==> images/final_congestion.png <==
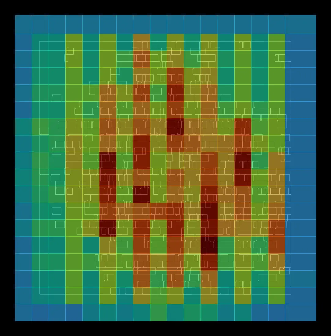
==> images/gate_families.png <==
Scale: 4 px per micron.
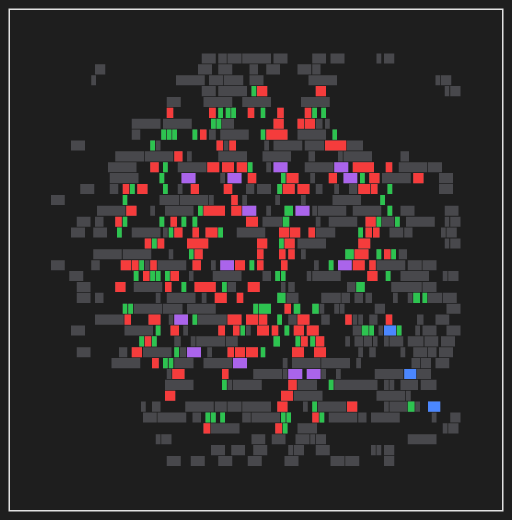
==> images/met2.png <==
Scale: 2 px per micron.
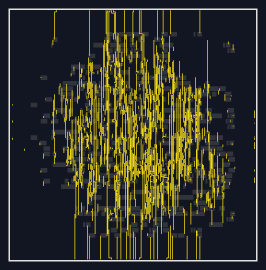
==> images/registers.png <==
Scale: 4 px per micron. Other sequential cells in the stronger grey, the rest of the logic in the fainter grey.
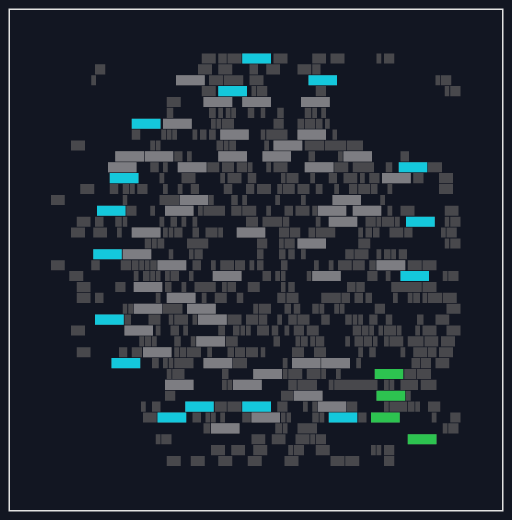
File: src/rtl/apb_intc_slave.sv
// APB responder for the interrupt-controller slot.
// Peripheral interrupt lines are captured into pending bits, using edge or
// level detection per line, and masked by an enable register. A single
// registered irq_out goes to the CPU. Each access waits WAIT_STATES cycles
// before pready, and unknown offsets or writes to read-only registers
// complete with pslverr.
module apb_intc_slave #(
    parameter int NUM_IRQ     = 16,
    parameter int WAIT_STATES = 1
) (
    input  logic               clk,
    input  logic               reset,
    input  logic [31:0]        paddr,
    input  logic               pwrite,
    input  logic               psel,
    input  logic               penable,
    input  logic [31:0]        pwdata,
    output logic [31:0]        prdata,
    output logic               pready,
    output logic               pslverr,
    input  logic [NUM_IRQ-1:0] irq_in,
    output logic               irq_out
);

    // Register bits at or above NUM_IRQ always read 0 and ignore writes.
    localparam logic [31:0] IRQ_MASK  = (NUM_IRQ >= 32) ? 32'hFFFF_FFFF
                                                        : ((32'd1 << NUM_IRQ) - 32'd1);
    localparam logic [3:0]  WAIT_LAST = 4'(WAIT_STATES);

    // Word offsets, decoded from paddr[7:2].
    localparam logic [5:0] W_STATUS  = 6'h00;
    localparam logic [5:0] W_PENDING = 6'h01;
    localparam logic [5:0] W_ENABLE  = 6'h02;
    localparam logic [5:0] W_CLEAR   = 6'h03;
    localparam logic [5:0] W_SET     = 6'h04;
    localparam logic [5:0] W_EDGE    = 6'h05;
    localparam logic [5:0] W_ID      = 6'h06;

    logic [3:0]  wcnt;
    logic        access;
    logic [5:0]  word;
    logic [31:0] irq_ext;
    logic [31:0] irq_q;
    logic [31:0] pending;
    logic [31:0] enable;
    logic [31:0] edge_sel;
    logic [31:0] status;
    logic [31:0] id_value;
    logic [31:0] rd_value;
    logic        known;
    logic        read_only;
    logic        illegal;
    logic        wr_commit;
    logic [31:0] set_mask;
    logic [31:0] clr_mask;
    logic [31:0] hw_event;
    logic [31:0] pending_next;
    logic [31:0] enable_next;
    logic [31:0] edge_next;
    logic        unused_paddr;

    // Index of the lowest set bit, 0 when no bit is set.
    function automatic logic [4:0] lowest_index(input logic [31:0] v);
        logic [4:0] idx;
        idx = 5'd0;
        for (int i = 31; i >= 0; i--) begin
            if (v[i]) idx = 5'(i);
        end
        return idx;
    endfunction

    assign access       = psel & penable;
    assign word         = paddr[7:2];
    assign irq_ext      = 32'(irq_in) & IRQ_MASK;
    assign unused_paddr = ^{paddr[31:8], paddr[1:0]};

    assign status   = pending & enable;
    assign id_value = {(|status), 26'd0, lowest_index(status)};

    // Address decode: read mux, legality and read-only classification.
    always_comb begin
        known     = 1'b1;
        read_only = 1'b0;
        rd_value  = 32'd0;
        case (word)
            W_STATUS:  begin rd_value = status;   read_only = 1'b1; end
            W_PENDING: begin rd_value = pending;  read_only = 1'b1; end
            W_ENABLE:  rd_value = enable;
            W_CLEAR:   rd_value = 32'd0;
            W_SET:     rd_value = 32'd0;
            W_EDGE:    rd_value = edge_sel;
            W_ID:      begin rd_value = id_value; read_only = 1'b1; end
            default:   known = 1'b0;
        endcase
        illegal = ~known | (pwrite & read_only);
    end

    assign pready    = access & (wcnt == WAIT_LAST);
    assign pslverr   = pready & illegal;
    assign prdata    = (pready & ~illegal) ? rd_value : 32'd0;
    assign wr_commit = pready & pwrite & ~illegal;

    // Next-state of the software-visible registers and pending bits.
    always_comb begin
        set_mask    = 32'd0;
        clr_mask    = 32'd0;
        enable_next = enable;
        edge_next   = edge_sel;
        if (wr_commit) begin
            case (word)
                W_ENABLE: enable_next = pwdata & IRQ_MASK;
                W_CLEAR:  clr_mask    = pwdata & IRQ_MASK;
                W_SET:    set_mask    = pwdata & IRQ_MASK;
                W_EDGE:   edge_next   = pwdata & IRQ_MASK;
                default:  ;
            endcase
        end
        // Edge lines fire on a rising edge, level lines while high.
        hw_event     = ((irq_ext & ~irq_q) & edge_sel) | (irq_ext & ~edge_sel);
        // Set and hardware events win over a clear of the same bit.
        pending_next = ((pending & ~clr_mask) | hw_event | set_mask) & IRQ_MASK;
    end

    // Wait-state counter: runs only inside an access phase, clears on completion.
    always_ff @(posedge clk) begin
        if (reset) begin
            wcnt <= 4'd0;
        end else if (!access || pready) begin
            wcnt <= 4'd0;
        end else begin
            wcnt <= wcnt + 4'd1;
        end
    end

    // Register file and pending state update.
    always_ff @(posedge clk) begin
        if (reset) begin
            pending  <= 32'd0;
            enable   <= 32'd0;
            edge_sel <= 32'd0;
        end else begin
            pending  <= pending_next;
            enable   <= enable_next;
            edge_sel <= edge_next;
        end
    end

    // Input history for edge detection and the registered combined interrupt.
    always_ff @(posedge clk) begin
        if (reset) begin
            irq_q   <= 32'd0;
            irq_out <= 1'b0;
        end else begin
            irq_q   <= irq_ext;
            irq_out <= |(pending_next & enable_next);
        end
    end

endmodule

File: config.mk
export PLATFORM = sky130hd
export DESIGN_NAME = apb_intc_slave
export DESIGN_NICKNAME = d
export VERILOG_FILES = /design/src/rtl/apb_intc_slave.sv
export SDC_FILE = /design/constraint.sdc
export NUM_CORES = 1
export LEC_CHECK = 0
export ABC_CLOCK_PERIOD_IN_PS = 5700
export CAP_MARGIN = 20
export CORE_AREA = 10 10 113 115
export DETAILED_ROUTE_END_ITERATION = 12
export DIE_AREA = 0 0 123 125
export GPL_TIMING_DRIVEN = 0
export PLACE_DENSITY = 0.61
export SLEW_MARGIN = 20
export SYNTH_ARGS = -nofsm -noshare
export SYNTH_HDL_FRONTEND = slang
export SYNTH_SLANG_ARGS = --single-unit
File: constraint.sdc
create_clock -name clk -period 5.7 [get_ports clk]
set_clock_uncertainty 0.2 [all_clocks]
set_input_delay 0.855 -clock clk [delete_from_list [all_inputs] [get_ports clk]]
set_output_delay 0.855 -clock clk [all_outputs]
set_load 0.005 [all_outputs]
==> run summary <==
Area after DPL -> 4330 sq um
Crit path arrival time -> 4020 ps
yosys cell count -> 430
H-tree Lvls -> 3
Tcrit/Tclk final -> 89.1%
crit path launch type -> input port
crit end category -> output port
port bufs -> 62
Top Consumer -> sequential cells
post-synth top area cell -> dfxtp_1
Flops after synth -> 69
yosys aoi share -> 25.0%
Reg area -> 1380 sq um
status -> finished, final reports clean
io pins -> 120
number of enable flip-flop cells -> 0
Slew @ Worst Pin -> 768 ps
drc violations -> 0
Core ar. -> 10600 sq um
Final Critical Period -> 5080 ps
Mapped Area -> 3490 sq um
number of global-route vias before repair -> 3512
Clock buffer cells -> 11
cells after synthesis -> 430
non-filler cells, final -> 662
Pins Over Slew Limit -> 0
Crit path largest cell delay -> 570 ps
Hold Slack -> 269 ps
synth unique cells -> 48
total power -> 1.01 mW
## Picture notes: final_congestion.png
met1 Usage GRT: 19.4%
wire length per cell: 18.3 microns

## Picture notes: gate_families.png
purple -> multiplexers  # cells 14
red -> inverting AOI/OAI gates  # cells 117, where centre
blue -> XOR/XNOR gates  # cells 3
green -> NAND gates  # cells 97

## Picture notes: met2.png
share of all routed wire = 45%
longest straight run = 50.7 microns

## Picture notes: registers.png
cyan -> irq_q  # placed flops 16, where spread over the die
green -> wcnt  # placed flops 4, where south-east

Power and IR drop assume default switching activity.
